**Run 1: metal layers overlaid**

Drawn at 2 px/µm.
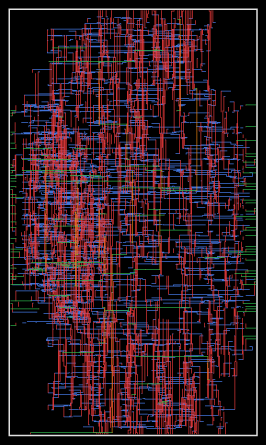
**Run 1: routed clock nets over the placement**

Drawn at 1.5 px/µm.
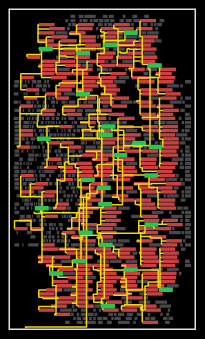
**Run 1: track usage over the die**

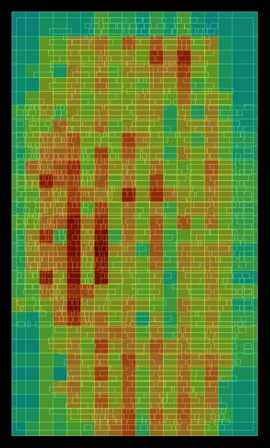
==> src/rtl/instr_fetch_ctrl.sv <==
// Instruction fetch sequencer: issues PC-ordered requests to the instruction memory, pairs in-order
// responses with their PCs in a small FIFO, and discards in-flight responses after a redirect.
module instr_fetch_ctrl #(
  parameter int unsigned BUS_WIDTH = 32,
  parameter int unsigned DEPTH     = 4,
  parameter logic [31:0] RESET_PC  = 32'h0000_0000
) (
  input  logic                 clk,
  input  logic                 reset,
  input  logic                 en,
  output logic                 mem_reset_n,
  output logic                 mem_next_instr,
  input  logic [BUS_WIDTH-1:0] mem_instr,
  input  logic                 mem_instr_valid,
  output logic                 out_valid,
  output logic [BUS_WIDTH-1:0] out_instr,
  output logic [31:0]          out_pc,
  input  logic                 out_ready,
  input  logic                 flush,
  input  logic [31:0]          flush_pc,
  output logic                 busy,
  output logic                 err
);

  localparam int unsigned PtrW = (DEPTH > 1) ? $clog2(DEPTH) : 1;
  localparam int unsigned CntW = $clog2(DEPTH) + 1;
  localparam logic [CntW:0] DepthSum = DEPTH[CntW:0];

  typedef enum logic [1:0] {StIdle, StFetch, StDrain} state_e;

  state_e               state_q, state_d;
  logic [31:0]          fetch_pc_q, fetch_pc_d;
  logic [31:0]          resp_pc_q, resp_pc_d;
  logic [CntW-1:0]      outstanding_q, outstanding_d;
  logic [CntW-1:0]      count_q, count_d;
  logic [CntW-1:0]      drop_cnt_q, drop_cnt_d;
  logic [PtrW-1:0]      rd_ptr_q, rd_ptr_d;
  logic [PtrW-1:0]      wr_ptr_q, wr_ptr_d;
  logic                 err_q, err_d;
  logic                 mem_reset_n_q;
  logic [BUS_WIDTH-1:0] instr_mem_q [DEPTH];
  logic [31:0]          pc_mem_q    [DEPTH];

  logic                 req;
  logic                 resp_ok;
  logic                 unsolicited;
  logic                 push;
  logic                 pop;
  logic [CntW:0]        credit_used;

  always_comb begin
    // Credits cover both queued entries and in-flight requests, so a push can never overflow.
    credit_used = {1'b0, outstanding_q} + {1'b0, count_q};
    req         = (state_q == StFetch) && !flush && (credit_used < DepthSum);
    resp_ok     = mem_instr_valid && (outstanding_q != '0);
    unsolicited = mem_instr_valid && (outstanding_q == '0);
    pop         = (count_q != '0) && out_ready && !flush;
    push        = resp_ok && (drop_cnt_q == '0) && !flush;

    state_d       = state_q;
    fetch_pc_d    = fetch_pc_q;
    resp_pc_d     = resp_pc_q;
    outstanding_d = outstanding_q;
    count_d       = count_q;
    drop_cnt_d    = drop_cnt_q;
    rd_ptr_d      = rd_ptr_q;
    wr_ptr_d      = wr_ptr_q;
    err_d         = err_q | unsolicited;

    if (flush) begin
      // A response landing in the flush cycle is consumed here and never counted as stale.
      fetch_pc_d    = flush_pc;
      resp_pc_d     = flush_pc;
      outstanding_d = outstanding_q - CntW'(resp_ok);
      drop_cnt_d    = outstanding_d;
      count_d       = '0;
      rd_ptr_d      = '0;
      wr_ptr_d      = '0;
      if (drop_cnt_d != '0) begin
        state_d = StDrain;
      end else begin
        state_d = en ? StFetch : StIdle;
      end
    end else begin
      if (req) begin
        fetch_pc_d = fetch_pc_q + 32'd4;
      end
      outstanding_d = outstanding_q + CntW'(req) - CntW'(resp_ok);
      if (resp_ok && (drop_cnt_q != '0)) begin
        drop_cnt_d = drop_cnt_q - CntW'(1);
      end
      if (push) begin
        resp_pc_d = resp_pc_q + 32'd4;
        wr_ptr_d  = wr_ptr_q + PtrW'(1);
      end
      if (pop) begin
        rd_ptr_d = rd_ptr_q + PtrW'(1);
      end
      count_d = count_q + CntW'(push) - CntW'(pop);

      case (state_q)
        StIdle:  if (en) state_d = StFetch;
        StFetch: if (!en) state_d = StIdle;
        StDrain: if (drop_cnt_d == '0) state_d = en ? StFetch : StIdle;
        default: state_d = StIdle;
      endcase
    end
  end

  always_ff @(posedge clk or posedge reset) begin
    if (reset) begin
      state_q       <= StIdle;
      fetch_pc_q    <= RESET_PC;
      resp_pc_q     <= RESET_PC;
      outstanding_q <= '0;
      count_q       <= '0;
      drop_cnt_q    <= '0;
      rd_ptr_q      <= '0;
      wr_ptr_q      <= '0;
      err_q         <= 1'b0;
      mem_reset_n_q <= 1'b0;
    end else begin
      state_q       <= state_d;
      fetch_pc_q    <= fetch_pc_d;
      resp_pc_q     <= resp_pc_d;
      outstanding_q <= outstanding_d;
      count_q       <= count_d;
      drop_cnt_q    <= drop_cnt_d;
      rd_ptr_q      <= rd_ptr_d;
      wr_ptr_q      <= wr_ptr_d;
      err_q         <= err_d;
      mem_reset_n_q <= 1'b1;
    end
  end

  // Storage needs no reset: the outputs are masked whenever the FIFO is empty.
  always_ff @(posedge clk) begin
    if (push) begin
      instr_mem_q[wr_ptr_q] <= mem_instr;
      pc_mem_q[wr_ptr_q]    <= resp_pc_q;
    end
  end

  always_comb begin
    out_valid      = (count_q != '0);
    out_instr      = out_valid ? instr_mem_q[rd_ptr_q] : '0;
    out_pc         = out_valid ? pc_mem_q[rd_ptr_q] : '0;
    busy           = (count_q != '0) || (outstanding_q != '0);
    err            = err_q;
    mem_next_instr = req;
    mem_reset_n    = mem_reset_n_q;
  end

endmodule

==> config.mk <==
export PLATFORM = sky130hd
export DESIGN_NAME = instr_fetch_ctrl
export DESIGN_NICKNAME = d
export VERILOG_FILES = /design/src/rtl/instr_fetch_ctrl.sv
export SDC_FILE = /design/constraint.sdc
export NUM_CORES = 1
export LEC_CHECK = 0
export CAP_MARGIN = 0
export CORE_ASPECT_RATIO = 1.75
export CORE_MARGIN = 2
export CORE_UTILIZATION = 51
export CTS_CLUSTER_DIAMETER = 80
export DETAILED_ROUTE_END_ITERATION = 8
export PLACE_DENSITY = 0.77
export SLEW_MARGIN = 20
export SYNTH_ARGS = -nofsm -noshare
export SYNTH_HDL_FRONTEND = slang
export SYNTH_SLANG_ARGS = --single-unit
==> constraint.sdc <==
create_clock -name clk -period 3.19 [get_ports clk]
set_input_delay 0.638 -clock clk [delete_from_list [all_inputs] [get_ports clk]]
set_output_delay 0.638 -clock clk [all_outputs]
set_load 0.02 [all_outputs]
==> flow_summary.rst, run 1 <==
Synthesis and place-and-route
=============================

.. list-table::
   :header-rows: 1

   * - Metric
     - Value
   * - First-pass iteration count of the detailed router
     - 4
   * - Share of power burned in the clock network
     - 26.7%
   * - Skew final
     - 0.0159 ns
   * - Category of the worst setup path capture point
     - primary output
   * - Total wirelength of the detailed-routed design
     - between 20 and 30 mm
   * - Share of synthesized cell area in and-or and or-and compound cells
     - 3.61%
   * - Core utilization at floorplan
     - 51.6%
   * - Area overhead of the layout relative to synthesis
     - 23.1%
   * - Iteration-0 DRC Markers
     - 496
   * - Share of total power in sequential cells
     - a little over two fifths
   * - Buffer type at the clock tree root
     - sky130_fd_sc_hd__clkbuf_16
   * - Max-area cell share
     - 60.7%
   * - Flip-flop and latch count after synthesis
     - 305
   * - Adder and majority gate portion of the synthesized area
     - 1.80%
   * - Run status
     - finished, final reports clean
   * - Critical Path Start
     - rd_ptr_q[0]
   * - Chip area line of the yosys report
     - 12700 µm²
   * - PD cells
     - 712 nW/µm²
   * - Share of layout cells above drive strength 1
     - between 10% and 20%
   * - Required time of the worst setup path
     - between 2 and 3 ns
   * - Final #Nets
     - 996
   * - XOR/XNOR share of the synthesized area
     - roughly 1.1%
   * - Hold WC Path Type
     - in2async
   * - Most frequent cell after synthesis
     - sky130_fd_sc_hd__edfxtp_1
   * - Total of max-cap violations
     - 0
   * - Slowest cell on crit path
     - sky130_fd_sc_hd__clkdlybuf4s50_1
   * - Final Critical Period
     - 3.12 ns
   * - Number of design rule violations left after detail routing
     - 0
   * - Critical R2R Capture
     - outstanding_q[2]
   * - Total global routing overflow
     - 0
   * - Mux contribution to synthesized area
     - a little under an eighth
   * - Number of top-level pins
     - ~140
   * - Final antenna-violating net count
     - 0
   * - Leakage power
     - approximately 5.8 nW
   * - Hold Violations, Final
     - 0
   * - Data arrival at the endpoint of the critical path
     - 2.48 ns
   * - Mean Syn Cell Area
     - 16.9 µm²
   * - Type of the worst setup path
     - reg2out
   * - Core footprint
     - 24500 µm²
   * - Unrepaired setup endpoints after global routing
     - false
   * - CP max stage delay
     - approximately 0.55 ns
   * - Top_reg_cell synth
     - sky130_fd_sc_hd__edfxtp_1
   * - Count of H-tree levels built during CTS
     - 1
   * - Prevailing logic family in the synthesized netlist
     - multiplexers
   * - Worst-skew pair later-pin latency
     - 0.53 ns
   * - Vias post-DR
     - 7095
   * - First-pass GRT wire length
     - 39.7 mm
   * - Internal power summed over all cells
     - 7.93 mW
   * - Sequence of cells on the critical path
     - buf_4, buf_12, mux4_2, and2_1, clkdlybuf4s50_1
   * - Clock transition time at the flip-flop clock pins of the worst setup and hold paths
     - about 0.070 ns
   * - Max FO, Critical Path
     - 12
   * - Antenna diode count
     - 0
   * - Sum of negative setup slack
     - 0 ns
   * - DP Wirelength
     - approximately 16 mm
   * - Slew at the pin closest to its max-slew limit
     - 0.896 ns
   * - Pin count of the biggest net entering global routing
     - between 60 and 70
   * - Number of global-route vias before repair
     - 7238
   * - Per-cell via count in the routed design
     - 5.72
   * - Worst Setup EP
     - out_pc[12]
   * - Total of buffers placed on input and output ports
     - 138
   * - Floorplan row count
     - around 76
   * - Number of buffers inserted during clock tree synthesis
     - 25
   * - Number of antenna violations at the first check in global routing
     - 0
Notes on 'metal layers overlaid' above:
red -> M2  # wire length 14000 µm
green -> M3  # wire length 1080 µm
orange -> M4  # wire length 506 µm
blue -> M1  # wire length 9920 µm

Notes on 'routed clock nets over the placement' above:
red -> flip-flops  # count 305
yellow -> clock wires  # length 3030 µm
green -> clock-net drivers  # count 25
flops lie = widely spread

Notes on 'track usage over the die' above:
layer with the highest usage after global routing: met2
post-DR wirelength/cell: 20.6 µm

-- run 1: worst min path at each step --
stage,from,end,cells past startpoint
floorplan,state_q[0],state_q[1],1
global route,reset,resp_pc_q[22],2
detailed placement,err,err,1
CTS,reset,resp_pc_q[22],2
finish,reset,resp_pc_q[22],2
global placement,err,err,1
-- run 1: routing by layer --
layer / vias up / track usage [%] / part of all wire, %
met2: 207 / 36.2 / 55
li1: 3264 / - / -
met3: 33 / 2.25 / 4.2
met1: 3591 / 25.1 / 39
met5: - / 0 / 0
met4: 0 / 5.96 / 2.0
-- run 1: cell families (layout without fill, tap and decap cells) --
logic type      count (synthesis)  after routing
flops                         305            305
simple gates                  215            215
compound gates                 71             71
mux                            68             68
buf+inv                        55            235
fa+ha+maj                      17             17
xor+xnor                       16             16
other cells                     1              1
-- run 1: final cells by class --
cell class              instances  area [µm²]  share of cell area (%)
flip-flops and latches        305        8920                    57.3
multi-input cells             388        3530                    22.7
repair buffers                169        1870                    12.0
clock buffers                  37         691                    4.43
well taps                     312         390                    2.51
clock inverters                 9        96.3                   0.619
inverters                      20        75.1                   0.482
-- run 1: critical path: cells and delay by family (launching register included) --
kind / cells / cell delay, ns
buf+inv: 3 / 0.83
flops: 1 / 0.44
mux: 1 / 0.49
simple gates: 1 / 0.21
-- run 1: power groups by stage --
stage / sequential, mW / combinational, mW / clock [mW]
CTS: 4.76 / 3.47 / 3.02
finish: 4.76 / 3.36 / 2.97
global route: 4.78 / 3.64 / 3.16
global placement: 4.87 / 3.30 / 0
detailed placement: 4.89 / 3.34 / 0
floorplan: 4.77 / 2.06 / 0
-- run 1: registers in the layout (all words and copies together) (netlist names) --
signal	cells
outstanding_q	3
instr_mem_q	128
err	1
mem_reset_n	1
wr_ptr_q	2
pc_mem_q	128
drop_cnt_q	3
state_q	2
resp_pc_q	32
rd_ptr_q	2
count_q	3
-- run 1: timing repair --
| item | in CTS | in global routing |
|---|---|---|
| endpoints found under the setup margin | 65 | 38 |
| gates resized | 2 | 38 |
| setup buffers | 4 | 0 |
| hold buffers | 0 | 0 |
| pin swaps | 0 | 1 |
| endpoints found under the hold margin | 0 | 0 |
-- run 1: metrics by stage --
step / cell area [µm²] / utilization (%) / std cells / hold WS (ns) / power (mW)
after detailed placement: 14600 / 59.7 / 1190 / 0.446 / 8.22
after global routing: 15600 / 63.5 / 1240 / 0.465 / 11.6
after CTS: 15500 / 63.1 / 1240 / 0.413 / 11.2
after floorplan: 12700 / - / 748 / 0.445 / 6.83
after global placement: 14600 / 59.7 / 1190 / 0.445 / 8.17
final: 15600 / 63.5 / 1240 / 0.426 / 11.1
-- run 1: cells in the final DEF (no fill, tap or decap), drive strengths merged, types with 10 or more instances in the layout --
master	synthesis	routed
dfrtp	49	49
and2	68	68
inv	19	20
edfxtp	256	256
or4	10	10
nand3	19	19
clkdlybuf4s50	0	99
mux4	64	64
clkbuf	21	37
buf	14	32
o31ai	12	12
nand4	16	16
dlymetal6s2s	0	38
nand2	31	31
ha	15	15
a31oi	14	14
nor2	27	27
o21ai	24	24
**Run 1: metal 4**

Drawn at 2 px/µm. Cells faint in the background.
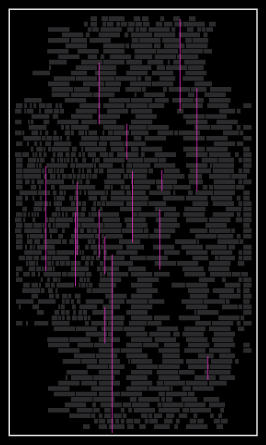

==> run 1 -> run 2 <==
PLACE_DENSITY = 0.76   (was 0.77)
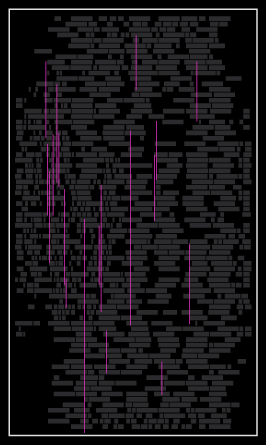
**Above:** run 2 (metal 4).
Drawn at 2 px/µm. Cells faint in the background.
nets with wire on the layer = 13
share of all routed wire = 3.0%
longest straight run = 107 µm
wire length on this layer = 790 µm

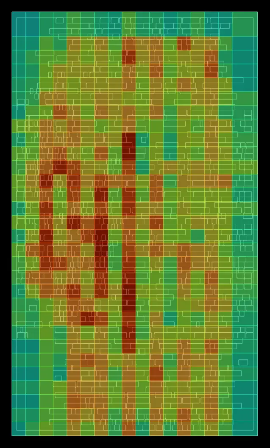
**Above:** run 2 (track usage over the die).
GRT met2 Usage: 36.2%
M3 GR Usage: 2.25%
final cell utilization of the core: 63.0%

==> run 2 against run 1 <==
- global-route usage increased by 0.31 points
- clock skew down 0.0017 ns
- die area unchanged
- critical path depth shrank 1
- sequential cell count is the same
- largest cell class unchanged
- largest power group unchanged
==> flow_summary.rst, run 2 <==
Synthesis and place-and-route
=============================

.. list-table::
   :header-rows: 1

   * - Metric
     - Value
   * - Hold WC Path Type
     - reg2reg
   * - Number of buffers inserted during clock tree synthesis
     - 26
   * - Skew final
     - 0.0142 ns
   * - Most frequent cell after synthesis
     - sky130_fd_sc_hd__edfxtp_1
   * - First-pass iteration count of the detailed router
     - 5
   * - PnR Total Power
     - 11.1 mW
   * - # Cells Yosys
     - ~750
   * - Vias post-DR
     - 7169
   * - Leading registers by flop count
     - instr_mem_q x128, pc_mem_q x128, resp_pc_q x32
   * - Type of the worst setup path
     - reg2out
   * - Top cell excl fill/tap
     - sky130_fd_sc_hd__edfxtp_1
   * - P_sw
     - 3.27 mW
   * - Number of flops mapped to enable cells by yosys
     - 256
   * - VDD IR max
     - approximately 0.41 mV
   * - Top delay family on crit path
     - buffers and inverters
   * - Prevailing logic family in the synthesized netlist
     - multiplexers
   * - Floorplan row count
     - 76
   * - First-pass GRT wire length
     - 40.0 mm
   * - Category of the worst setup path capture point
     - primary output
   * - Number of design rule violations left after detail routing
     - 0
   * - PD cells
     - 716 nW/µm²
   * - Top routing layer in use
     - met4
   * - Met2 Routed Length
     - between 10 and 15 mm
   * - CP max stage delay
     - 0.53 ns
   * - Count of warning messages emitted by the tools
     - 32
   * - Share of synthesized cell area in and-or and or-and compound cells
     - 3.61%
   * - Number of antenna violations at the first check in global routing
     - 0
   * - Sequential fraction of the synthesis area
     - between 70% and 80%
   * - Share of power burned in the clock network
     - 27.5%
   * - Data arrival at the endpoint of the critical path
     - 2.47 ns
   * - Pins Over Slew Limit
     - 0
   * - GPL Wtd Cong
     - between 0.8 and 0.9
   * - DP Wirelength
     - 16.1 mm
   * - Total routing usage reported by global routing
     - 20.3%
   * - Commonest cells after routing, fill and taps aside
     - sky130_fd_sc_hd__edfxtp_1, sky130_fd_sc_hd__clkdlybuf4s50_1, sky130_fd_sc_hd__mux4_2, sky130_fd_sc_hd__and2_1, sky130_fd_sc_hd__dfrtp_1
   * - Max FO, Critical Path
     - 17
   * - Max-Slew Margin vs Limit
     - 31.3%
   * - Top area cell types
     - sky130_fd_sc_hd__edfxtp_1, sky130_fd_sc_hd__mux4_2, sky130_fd_sc_hd__dfrtp_1
   * - Yosys warning tally
     - 0
   * - Clock sink count
     - 305
   * - Gate Count Post-Synth
     - 748
   * - Max Clock Freq
     - 322 MHz
   * - Chip area line of the yosys report
     - 12700 µm²
   * - Worst path buffer plus inverter count
     - 2
   * - Setup violation total in the final timing report
     - 0
   * - Total of buffers placed on input and output ports
     - 138
   * - Iteration-0 DRC Markers
     - just under 600
   * - Internal power summed over all cells
     - 7.80 mW
   * - CP startpoint kind
     - flip-flop
   * - Total global routing overflow
     - 0
   * - Slowest cell on crit path
     - sky130_fd_sc_hd__clkdlybuf4s50_1
   * - Adder and majority gate portion of the synthesized area
     - 1.80%
   * - Core footprint
     - 24500 µm²
   * - Area leader, netlist
     - sky130_fd_sc_hd__edfxtp_1
   * - Count of H-tree levels built during CTS
     - 1
   * - Summed instance area of the synthesized netlist
     - 12700 µm²
   * - Area of the chip
     - 26100 µm²
   * - Async set-reset flop share out of synthesis
     - between 10% and 20%
   * - Final #Nets
     - 990
   * - Post-synth net total
     - approximately 840
   * - Clock tree from TritonCTS
     - built
   * - Number of global-route vias before repair
     - 7311
   * - Slack of the critical path
     - between 0.08 and 0.09 ns
   * - Per-cell via count in the routed design
     - 5.80
   * - Total wirelength of the detailed-routed design
     - 26.0 mm
   * - Met1 Routed Length
     - just under 10 mm
   * - Pin count of the biggest net entering global routing
     - 65
   * - Count of cell types in the netlist
     - a little over 50
   * - Pre-CTS setup slack
     - 0.177 ns
   * - Final instance area
     - 15500 µm²
   * - Clock transition time at the flip-flop clock pins of the worst setup and hold paths
     - around 0.070 ns
   * - Reg-to-reg slack, setup
     - ~0.46 ns
   * - Simple Share, Synth
     - under 10%
   * - Sequence of cells on the critical path
     - buf_12, mux4_2, and2_1, clkdlybuf4s50_1
   * - Final Cycle Share
     - 97.3%
   * - Post-DR wirelength/cell
     - roughly 21 µm
   * - Cts hold-fix bufs
     - 0
   * - CTS Buffer Depth
     - 3
   * - Final Critical Period
     - 3.10 ns
   * - Top_reg_cell synth
     - sky130_fd_sc_hd__edfxtp_1
   * - Mean Syn Cell Area
     - roughly 17 µm²
   * - Routed wl met3
     - 1.26 mm
   * - Total of max-cap violations
     - 0
   * - Area overhead of the layout relative to synthesis
     - 22.2%
   * - Buffer type at the clock tree root
     - sky130_fd_sc_hd__clkbuf_16
   * - Final antenna-violating net count
     - 0
   * - Hold Violations, Final
     - 0
   * - Mux contribution to synthesized area
     - a little under an eighth
   * - Switching share of power
     - 29.5%
   * - Combinational power share
     - approximately 29%
   * - Leakage power
     - 5.65 nW
   * - Max-area cell share
     - 60.7%
   * - Flip-flop and latch count after synthesis
     - just over 300
   * - Horizontal die dimension
     - ~120 µm
   * - Share of layout cells above drive strength 1
     - 15.9%
   * - Sum of negative setup slack
     - 0 ns
   * - Worst-skew pair later-pin latency
     - 0.54 ns
   * - XOR/XNOR share of the synthesized area
     - about 1.1%
   * - Slew at the pin closest to its max-slew limit
     - 1.02 ns
   * - Overall die height
     - 212 µm
   * - Number of top-level pins
     - ~140
   * - Most instantiated cells after synthesis
     - sky130_fd_sc_hd__edfxtp_1, sky130_fd_sc_hd__and2_1, sky130_fd_sc_hd__mux4_2
   * - Share of total power in sequential cells
     - a little over two fifths
   * - Antenna diode count
     - 0
   * - Core utilization at floorplan
     - 51.6%
   * - Required time of the worst setup path
     - about 2.6 ns
   * - Cell Area, Placed
     - 14500 µm²
   * - Run status
     - finished, final reports clean
   * - Number of inserted filler cells in the final layout
     - 1808
run 2: cell counts after synthesis:
Identical to the previous run, type by type.
run 2: timing repair:
item                                    4_1_cts  5_1_grt
endpoints found under the setup margin       66       45
buffers inserted                              1        3
cloned                                        0        1
pin swaps                                     0        1
gates resized                                21       30
run 2: worst paths after layout:
kind | from | end | cells after the start
setup / recovery | rd_ptr_q[0] | out_pc[15] | 4
hold / removal | err | err | 1
setup reg to reg | outstanding_q[2] | outstanding_q[2] | 9
hold reg to reg | err | err | 1
max in group asynchronous | reset | resp_pc_q[6] | 3
min in group asynchronous | reset | mem_reset_n | 2
run 2: area by class of cell:
| cell class | count | area [µm²] | share of cell area, % |
|---|---|---|---|
| flip-flops and latches | 305 | 8920 | 57.7 |
| multi-input cells | 389 | 3540 | 22.9 |
| repair buffers | 161 | 1720 | 11.1 |
| clock buffers | 30 | 687 | 4.44 |
| well taps | 312 | 390 | 2.52 |
| clock inverters | 18 | 133 | 0.858 |
| inverters | 20 | 75.1 | 0.486 |
run 2: worst reg2reg max path, cell delays in order (launching register included):
cell                      delay (ns)
sky130_fd_sc_hd__dfrtp_1        0.48
sky130_fd_sc_hd__o31ai_2        0.60
sky130_fd_sc_hd__inv_1          0.15
sky130_fd_sc_hd__ha_1           0.33
sky130_fd_sc_hd__inv_1          0.05
sky130_fd_sc_hd__ha_1           0.18
sky130_fd_sc_hd__fa_1           0.37
sky130_fd_sc_hd__xor2_1         0.14
sky130_fd_sc_hd__o21ai_0        0.19
sky130_fd_sc_hd__xor2_1         0.17
run 2: through the flow:
stage	hold slack, ns	cells
finish	0.462	1235
global route	0.497	1235
CTS	0.467	1231
detailed placement	0.446	1182
global placement	0.448	1182
floorplan	0.445	748
run 2: routing by layer:
| metal | GRT usage, % | up-vias |
|---|---|---|
| met4 | 7.37 | 0 |
| met1 | 25.4 | 3642 |
| met5 | 0 | - |
| met2 | 36.2 | 240 |
| li1 | - | 3241 |
| met3 | 2.25 | 46 |
run 2: cell families after synthesis:
family          Yosys count
other cells               1
mux                      68
flops                   305
xor+xnor                 16
fa+ha+maj                17
buf+inv                  55
compound gates           71
simple gates            215
run 2: power by group through the flow:
stage | clock (mW) | sequential [mW] | combinational, mW
after floorplan | 0 | 4.77 | 2.06
after global placement | 0 | 4.87 | 3.28
after detailed placement | 0 | 4.89 | 3.32
after CTS | 3.11 | 4.78 | 3.31
after global routing | 3.26 | 4.82 | 3.52
final | 3.04 | 4.79 | 3.23
**Run 2: routed clock nets over the placement**

Drawn at 1.5 px/µm.
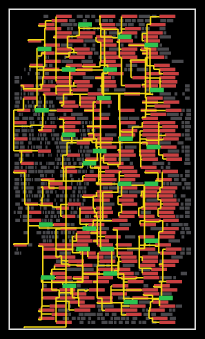

==> run 2 -> run 3 <==
==> constraint.sdc (replaced) <==
create_clock -name clk -period 3.19 [get_ports clk]
set_input_delay 0.319 -clock clk [delete_from_list [all_inputs] [get_ports clk]]
set_output_delay 0.319 -clock clk [all_outputs]
set_load 0.02 [all_outputs]
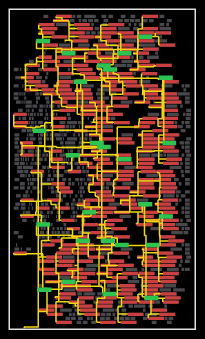
**Above:** run 3 (routed clock nets over the placement).
Drawn at 1.5 px/µm.
red -> flip-flops  # count 305
yellow -> clock wires  # length 3230 µm
green -> clock-net drivers  # count 26
flops lie = widely spread
routed clock nets = 27

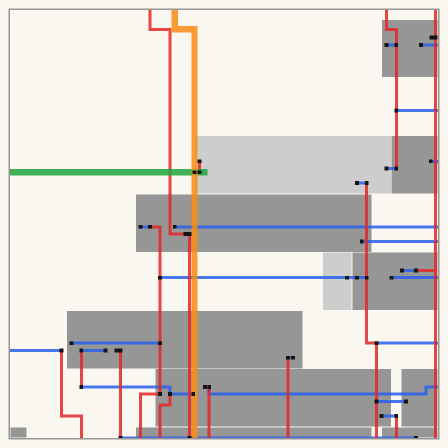
**Above:** run 3 (zoomed window).
Region (82, 43) to (102, 63) µm. Cells in gray, sequential cells in the stronger gray; small squares are vias.
orange -> M4
red -> M2
blue -> M1
green -> M3
cells with their middle in the window = 5
netlist names of flops here include = `instr_mem_q` (3)
sequential cells in the window = 3
most frequent = edfxtp_1 (3), clkbuf_16 (1), clkbuf_1 (1)

==> run 3 against run 2 <==
- synthesized cell count stayed put
- clock skew rose by 0.011 ns
- critical path depth unchanged
- worst hold slack worse by 0.28 ns
- register-to-register slack worse by 0.23 ns
- sequential power is 0.8% lower
==> flow_summary.rst, run 3 <==
Synthesis and place-and-route
=============================

.. list-table::
   :header-rows: 1

   * - Metric
     - Value
   * - DP Wirelength
     - approximately 16 mm
   * - Leakage power
     - about 5 nW
   * - Final Critical Period
     - between 2 and 3 ns
   * - Worst reg2reg path depth
     - 9
   * - Count of warning messages emitted by the tools
     - 31
   * - Share of power burned in the clock network
     - 28.0%
   * - Slew at the pin closest to its max-slew limit
     - 0.813 ns
   * - Total of max-cap violations
     - 0
   * - Number of standard cells in the layout, taps in and fillers out
     - roughly 1.2k
   * - Clock transition time at the flip-flop clock pins of the worst setup and hold paths
     - 0.07 ns
   * - First-pass GRT wire length
     - 39.5 mm
   * - Unrepaired setup endpoints after global routing
     - false
   * - Slowest cell on crit path
     - sky130_fd_sc_hd__mux4_2
   * - Skew final
     - 0.0252 ns
   * - Sequential cell area
     - slightly below 9000 µm²
   * - Most frequent cell after synthesis
     - sky130_fd_sc_hd__edfxtp_1
   * - Area leader, netlist
     - sky130_fd_sc_hd__edfxtp_1
   * - Commonest cells after routing, fill and taps aside
     - sky130_fd_sc_hd__edfxtp_1, sky130_fd_sc_hd__clkdlybuf4s50_1, sky130_fd_sc_hd__mux4_2, sky130_fd_sc_hd__and2_1, sky130_fd_sc_hd__dfrtp_1
   * - Per-cell via count in the routed design
     - 5.82
   * - Top cell excl fill/tap
     - sky130_fd_sc_hd__edfxtp_1
   * - Worst hold-check slack
     - about 0.18 ns
   * - Sequential fraction of the synthesis area
     - 70.4%
   * - Iteration-0 DRC Markers
     - between 500 and 600
   * - Area of the chip
     - 26100 µm²
   * - Total routing usage reported by global routing
     - 20.0%
   * - Cts hold-fix bufs
     - 0
   * - Cell Area, Placed
     - approximately 15000 µm²
   * - Number of global-route vias before repair
     - 7361
   * - Buffer type at the clock tree root
     - sky130_fd_sc_hd__clkbuf_16
   * - Top_reg_cell synth
     - sky130_fd_sc_hd__edfxtp_1
   * - Data arrival at the endpoint of the critical path
     - ~2.7 ns
   * - Overall die height
     - 212 µm
   * - Core footprint
     - 24500 µm²
   * - Floorplan row count
     - 76
   * - Combinational power share
     - just under 30%
   * - Number of antenna violations at the first check in global routing
     - 0
   * - Hold Violations, Final
     - 0
   * - Number of inserted filler cells in the final layout
     - around 1.8k
   * - Reg-to-reg slack, setup
     - approximately 0.23 ns
   * - Summed instance area of the synthesized netlist
     - 12700 µm²
   * - Required time of the worst setup path
     - around 2.9 ns
   * - Total wirelength of the detailed-routed design
     - 25.4 mm
   * - Critical R2R Capture
     - outstanding_q[2]
   * - Async set-reset flop share out of synthesis
     - 16.1%
   * - Top area cell types
     - sky130_fd_sc_hd__edfxtp_1, sky130_fd_sc_hd__mux4_2, sky130_fd_sc_hd__dfrtp_1
   * - Final antenna-violating net count
     - 0
   * - Antenna diode count
     - 0
   * - Final Cycle Share
     - 93.4%
   * - Chip area line of the yosys report
     - 12700 µm²
   * - PD cells
     - 725 nW/µm²
   * - Run status
     - finished, final reports clean
   * - Clock sink count
     - 305
   * - First-pass iteration count of the detailed router
     - 6
   * - Horizontal die dimension
     - 123 µm
   * - Core utilization at floorplan
     - about 52%
   * - Worst-skew pair later-pin latency
     - 0.55 ns
   * - Routed wl met3
     - 1.04 mm
   * - Final cell utilization of the core
     - 62.6%
   * - Total global routing overflow
     - 0
   * - Gate Count Post-Synth
     - 748
   * - Final instance area
     - around 15000 µm²
   * - # Cells Yosys
     - 748
   * - Max-area cell share
     - slightly above 60%
   * - Yosys warning tally
     - 0
   * - Flip-flop and latch count after synthesis
     - 305
   * - Sum of negative setup slack
     - 0 ns
   * - Number of flops mapped to enable cells by yosys
     - about 260
   * - Final #Nets
     - between 900 and 1k
   * - CP startpoint kind
     - flip-flop
   * - Count of H-tree levels built during CTS
     - 1
run 3: worst max-delay path by stage:
| stage | startpoint | to | slack (ns) | depth (start not counted) |
|---|---|---|---|---|
| 2_1_floorplan | drop_cnt_q[0] | instr_mem_q[1][0] | 0.06 | 5 |
| 3_3_place_gp | outstanding_q[2] | outstanding_q[2] | 0.41 | 9 |
| 3_5_place_dp | outstanding_q[2] | outstanding_q[2] | 0.27 | 9 |
| 4_1_cts | rd_ptr_q[0] | out_pc[23] | 0.14 | 4 |
| 5_1_grt | outstanding_q[2] | outstanding_q[2] | 0.009 | 9 |
| 6_report | rd_ptr_q[0] | out_pc[23] | 0.21 | 4 |
run 3: cell type report:
class / instances / share of cell area (%)
clock buffers: 41 / 5.06
clock inverters: 7 / 0.472
inverters: 20 / 0.488
multi-input cells: 388 / 23.0
flip-flops and latches: 305 / 58.0
well taps: 312 / 2.54
repair buffers: 157 / 10.5
run 3: critical path, delay by kind of cell, from the launching register on:
kind | cells | cell delay [ns]
simple gates | 1 | 0.18
mux | 1 | 0.57
buf+inv | 2 | 0.94
flops | 1 | 0.42
run 3: logic make-up (layout without fill, tap and decap cells):
group,after synthesis,in the layout,share of synthesized area (%)
DFF,305,305,70.4
muxes,68,68,11.7
and+or+nand+nor,215,215,9.56
AOI/OAI and AO/OA,71,71,3.61
buffers and inverters,55,225,1.74
xor gates and xnor gates,16,16,1.11
other,1,1,0.0296
adders and majority gates,17,17,1.80
run 3: metal layers:
metal,vias up,track usage [%]
li1,3234,-
met1,3662,24.4
met2,216,36.2
met3,44,2.31
met4,0,7.56
met5,-,0
run 3: power groups by stage:
stage	Clock [mW]	Combinational [mW]	Sequential, mW
floorplan	0	2.06	4.77
detailed placement	0	3.34	4.83
finish	3.12	3.28	4.75
global placement	0	3.29	4.82
global route	3.33	3.55	4.78
CTS	3.19	3.35	4.75
Power figures rest on the tool's default switching activity, not on a simulated workload.
